**config.mk**
```make
export PLATFORM = sky130hd
export DESIGN_NAME = counter_log_uart
export DESIGN_NICKNAME = d
export VERILOG_FILES = /design/src/rtl/counter_log_uart.sv
export SDC_FILE = /design/constraint.sdc
export NUM_CORES = 1
export LEC_CHECK = 0
export ABC_AREA = 1
export ABC_CLOCK_PERIOD_IN_PS = 2650
export CAP_MARGIN = 10
export CORE_ASPECT_RATIO = 0.75
export CORE_MARGIN = 5
export CORE_UTILIZATION = 40
export CTS_CLUSTER_SIZE = 28
export DETAILED_ROUTE_END_ITERATION = 10
export GPL_TIMING_DRIVEN = 0
export SLEW_MARGIN = 10
export SYNTH_ARGS = -nofsm -noshare
export SYNTH_HDL_FRONTEND = slang
export SYNTH_SLANG_ARGS = --single-unit
```
**constraint.sdc**
```tcl
create_clock -name clk_in -period 2.65 [get_ports clk_in]
set_clock_uncertainty 0.2 [all_clocks]
set_input_delay 0.53 -clock clk_in [delete_from_list [all_inputs] [get_ports clk_in]]
set_output_delay 0.53 -clock clk_in [all_outputs]
set_load 0.005 [all_outputs]
```
**src/rtl/counter_log_uart.sv**
```systemverilog
// counter_log_uart: fills a RAM with a stepping counter, then dumps every word over a UART line.
// Words are sent as back-to-back frames, least-significant byte first.
module counter_log_uart #(
  parameter int DATA_W  = 8,
  parameter int ADDR_W  = 4,
  parameter int STEP    = 1,
  parameter int CLK_DIV = 16
) (
  input  logic              clk_in,
  input  logic              rst,
  input  logic              start,
  input  logic              abort,
  output logic              tx,
  output logic              busy,
  output logic              done,
  output logic [DATA_W-1:0] count,
  output logic [ADDR_W-1:0] address_out,
  output logic [1:0]        state_out
);
  localparam int NBYTES = DATA_W / 8;
  localparam int BAUD_W = $clog2(CLK_DIV);
  localparam int BYTE_W = NBYTES > 1 ? $clog2(NBYTES) : 1;
  typedef enum logic [1:0] {S_IDLE, S_FILL, S_DUMP, S_DONE} state_t;
  state_t r_state, w_next;
  logic [DATA_W-1:0] r_mem [2**ADDR_W];
  logic [DATA_W-1:0] r_rdata;
  logic [7:0] w_byte;
  logic [BAUD_W-1:0] r_baud;
  logic [3:0] r_bit;
  logic [BYTE_W-1:0] r_byte;
  logic r_load, r_tx;
  logic w_bit_end, w_frame_end, w_word_end, w_last_addr;
  assign w_last_addr = &address_out;
  assign w_bit_end   = r_baud == BAUD_W'(CLK_DIV - 1);
  assign w_frame_end = w_bit_end && r_bit == 4'd9;
  assign w_word_end  = w_frame_end && r_byte == BYTE_W'(NBYTES - 1);
  assign w_byte      = 8'(r_rdata >> {r_byte, 3'b000});
  assign busy        = r_state == S_FILL || r_state == S_DUMP;
  assign done        = r_state == S_DONE;
  assign state_out   = r_state;
  assign tx          = r_tx;
  always_comb begin
    w_next = r_state;
    if (r_state == S_IDLE && start) w_next = S_FILL;
    if (r_state == S_FILL && w_last_addr) w_next = S_DUMP;
    if (r_state == S_DUMP && !r_load && w_word_end && w_last_addr) w_next = S_DONE;
    if (r_state == S_DONE) w_next = S_IDLE;
    if (busy && abort) w_next = S_IDLE;
  end
  always_ff @(posedge clk_in or posedge rst) begin
    if (rst) r_state <= S_IDLE;
    else r_state <= w_next;
  end
  // r_tx holds the level of the bit that the next cycle will present
  always_ff @(posedge clk_in or posedge rst) begin
    if (rst) begin
      count       <= '0;
      address_out <= '0;
      r_tx        <= 1'b1;
      r_baud      <= '0;
      r_bit       <= '0;
      r_byte      <= '0;
      r_load      <= 1'b0;
    end else if (busy && abort) begin
      address_out <= '0;
      r_tx        <= 1'b1;
      r_baud      <= '0;
      r_bit       <= '0;
      r_byte      <= '0;
      r_load      <= 1'b0;
    end else if (r_state == S_FILL) begin
      count       <= count + DATA_W'(STEP);
      address_out <= address_out + 1'b1;
      r_load      <= 1'b1;
    end else if (r_state == S_DUMP) begin
      if (r_load) begin
        r_load <= 1'b0;
        r_tx   <= 1'b0;
      end else begin
        r_baud <= w_bit_end ? '0 : r_baud + 1'b1;
        if (w_bit_end) begin
          r_bit <= w_frame_end ? 4'd0 : r_bit + 4'd1;
          r_tx  <= w_frame_end ? w_word_end : (r_bit == 4'd8 || w_byte[r_bit[2:0]]);
        end
        if (w_frame_end) r_byte <= w_word_end ? '0 : r_byte + 1'b1;
        if (w_word_end) begin
          r_load      <= 1'b1;
          address_out <= address_out + 1'b1;
        end
      end
    end
  end
  always_ff @(posedge clk_in) begin
    if (r_state == S_FILL && !abort) r_mem[address_out] <= count;
    if (r_load) r_rdata <= r_mem[address_out];
  end
endmodule

```
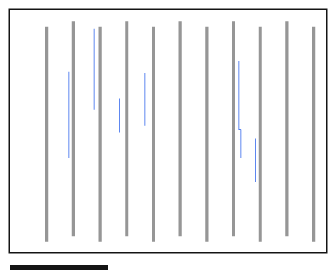
*Metal 4*
Bar = 50 um. Supply wires on this layer in grey.
wire length on this layer	200 um
nets with wire on the layer	4
main direction	vertical

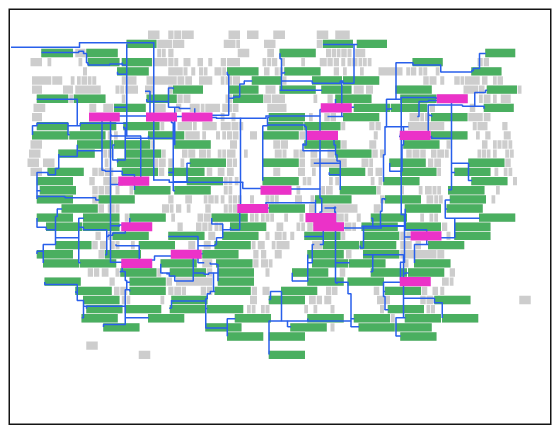
*Routed clock nets over the placement*
[green] flip-flops | count: 161
[blue] clock wires | length: 1880 um
[magenta] clock-net drivers | count: 17
routed clock nets	18
Latency at later pin: 0.43 ns
Clock group: 2.66 mW
Clock Power Share: 0.307

==> Changelog: implementation <==
### Physical design

- Total Wirelength: 16600 um
- DRC: 0
- Startpoint type of the worst setup path: flop
- Worst-path clk slew: 0.06 ns
- Die area: 19700 um2
- Period minus WS final: 2.70 ns
- DR pass1 iterations: 5
- Flip-flop and latch count: 161
- Clk cell area share: 0.0804
- Root Driver: clkbuf_16
- Die X: 161 um
- Dominant cell area share: 0.600
- # clk buffers: 18
- Initial antenna violation count: 0
- Floorplan Utilization: 0.406
- Final period util: 1.02
- Global-route wire length before repair: 25000 um
- VDD IR max: 0.499 mV
- Headroom to the max-slew limit: 0.350
- Max Cap Viol: 0
- Placed insts: 805
- Run status: finished with violations
- CTS H-tree depth: 4
- Static Leak: 2.80 nW
- Crit path kind: reg -> reg
- Top-count cell post-synth: edfxtp_1
- CP max stage delay: 0.55 ns
- Multi-input gate count: 352
- Final Setup Violations: 45
- Yosys synthesis chip area: 6810 um2
- Slew Limit Fails: 0
- Slowest-stage cell, CP: dfrtp_1
- Cells after Synth: 570
- Synthesized cell area: 6810 um2
- N_diodes: 0
- Fmax: 0.370 GHz
- Tool warning count: 36
- Arrival time worst endpoint: 2.56 ns
- CTS tree: yes
- Clock tree sinks: 161
- DRT iter0 DRCs: 523
- Nets: 626
- Number of setup buffers added after CTS: 0
- Hold slack: 0.354 ns
- CP Data Required Time: 2.51 ns
- Hold Path Class: reg -> reg
- Routed vias/inst: 5.49
- Number of primary I/O pins: 21
- Area leader, netlist: edfxtp_1
- Setup TNS: -0.897 ns
- Grt ovf: 0
- Vias in the first global route: 4399
- Fillers: 1469
- Chip height: 123 um
- Dominant logic cell type in the layout: edfxtp_1
- Avg WL per Cell: 19.8 um
- Failing checks: negative setup slack
- Leading cell kind: registers
- Logic area: 1920 um2
- Hold_buf cts: 0
- Routed Antenna Nets: 0
- Total nets after synthesis: 587
- Post-synth top cells: edfxtp_1, nor2_1, o21ai_0, nand2_1, o22ai_1
- Yosys warns: 0
- Final worst setup slack: -0.0523 ns
- Main flop type after synthesis: edfxtp_1
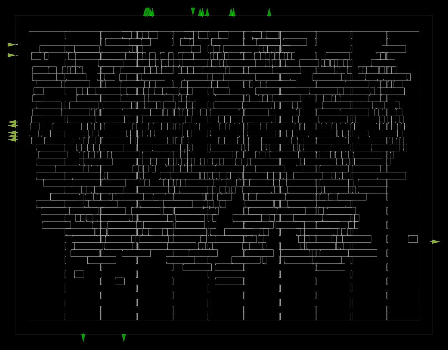
*Placement view*
TAP cells: 215
Layout Utilization: 0.476
flop share of the area: 0.591
Cell Count, Final, Fillers Out: 837
Core Area: 16800 um2

-- power by group --
part	switching, mW	internal (mW)
Sequential	0.486	3.27
Combinational	1.49	0.761
Clock	0.994	1.67
Total	2.97	5.70
-- per-layer routing --
layer  share of wire  global-route usage  vias to the layer above
li1                -                   -                     2114
met5               0                   0                        -
met2            0.44               0.250                      169
met4           0.012              0.0478                        0
met1            0.48               0.254                     2299
met3           0.074              0.0420                       17
-- what timing repair did --
action,in CTS,in global routing
endpoints found under the setup margin,83,94
gates resized,14,12
hold endpoints to repair,0,0
-- critical path, delay by kind of cell (launching register included) --
kind / cells / cell delay, ns
buffers and inverters: 2 / 0.67
DFF: 1 / 0.55
adders and majority gates: 1 / 0.24
and+or+nand+nor: 2 / 0.67
-- cells by family (layout without fill, tap and decap cells) --
| logic type | count (synthesis) | after routing | share of synthesized area |
|---|---|---|---|
| xor+xnor | 10 | 10 | 0.0129 |
| buf+inv | 57 | 109 | 0.0333 |
| fa+ha+maj | 13 | 13 | 0.0239 |
| simple gates | 210 | 210 | 0.140 |
| compound gates | 119 | 119 | 0.0976 |
| flops | 161 | 161 | 0.692 |
-- path summary, 6_finish.rpt --
path	from	depth (start not counted)	slack, ns	end
setup reg to reg	address_out[1]	5	-0.05	r_mem[5][1]
setup / recovery	address_out[1]	5	-0.05	r_mem[5][1]
max in group asynchronous	rst	2	1.17	count[7]
min in group asynchronous	rst	2	0.43	count[4]
hold reg to reg	r_baud[2]	2	0.35	r_baud[2]
hold / removal	r_baud[2]	2	0.35	r_baud[2]
-- flip-flops by register name, indices dropped and copies added (netlist names) --
signal       cells
address_out      4
r_mem          128
r_baud           4
state_out        2
r_byte           1
count            8
r_bit            4
r_rdata          8
r_load           1
tx               1
Power figures rest on the tool's default switching activity, not on a simulated workload.
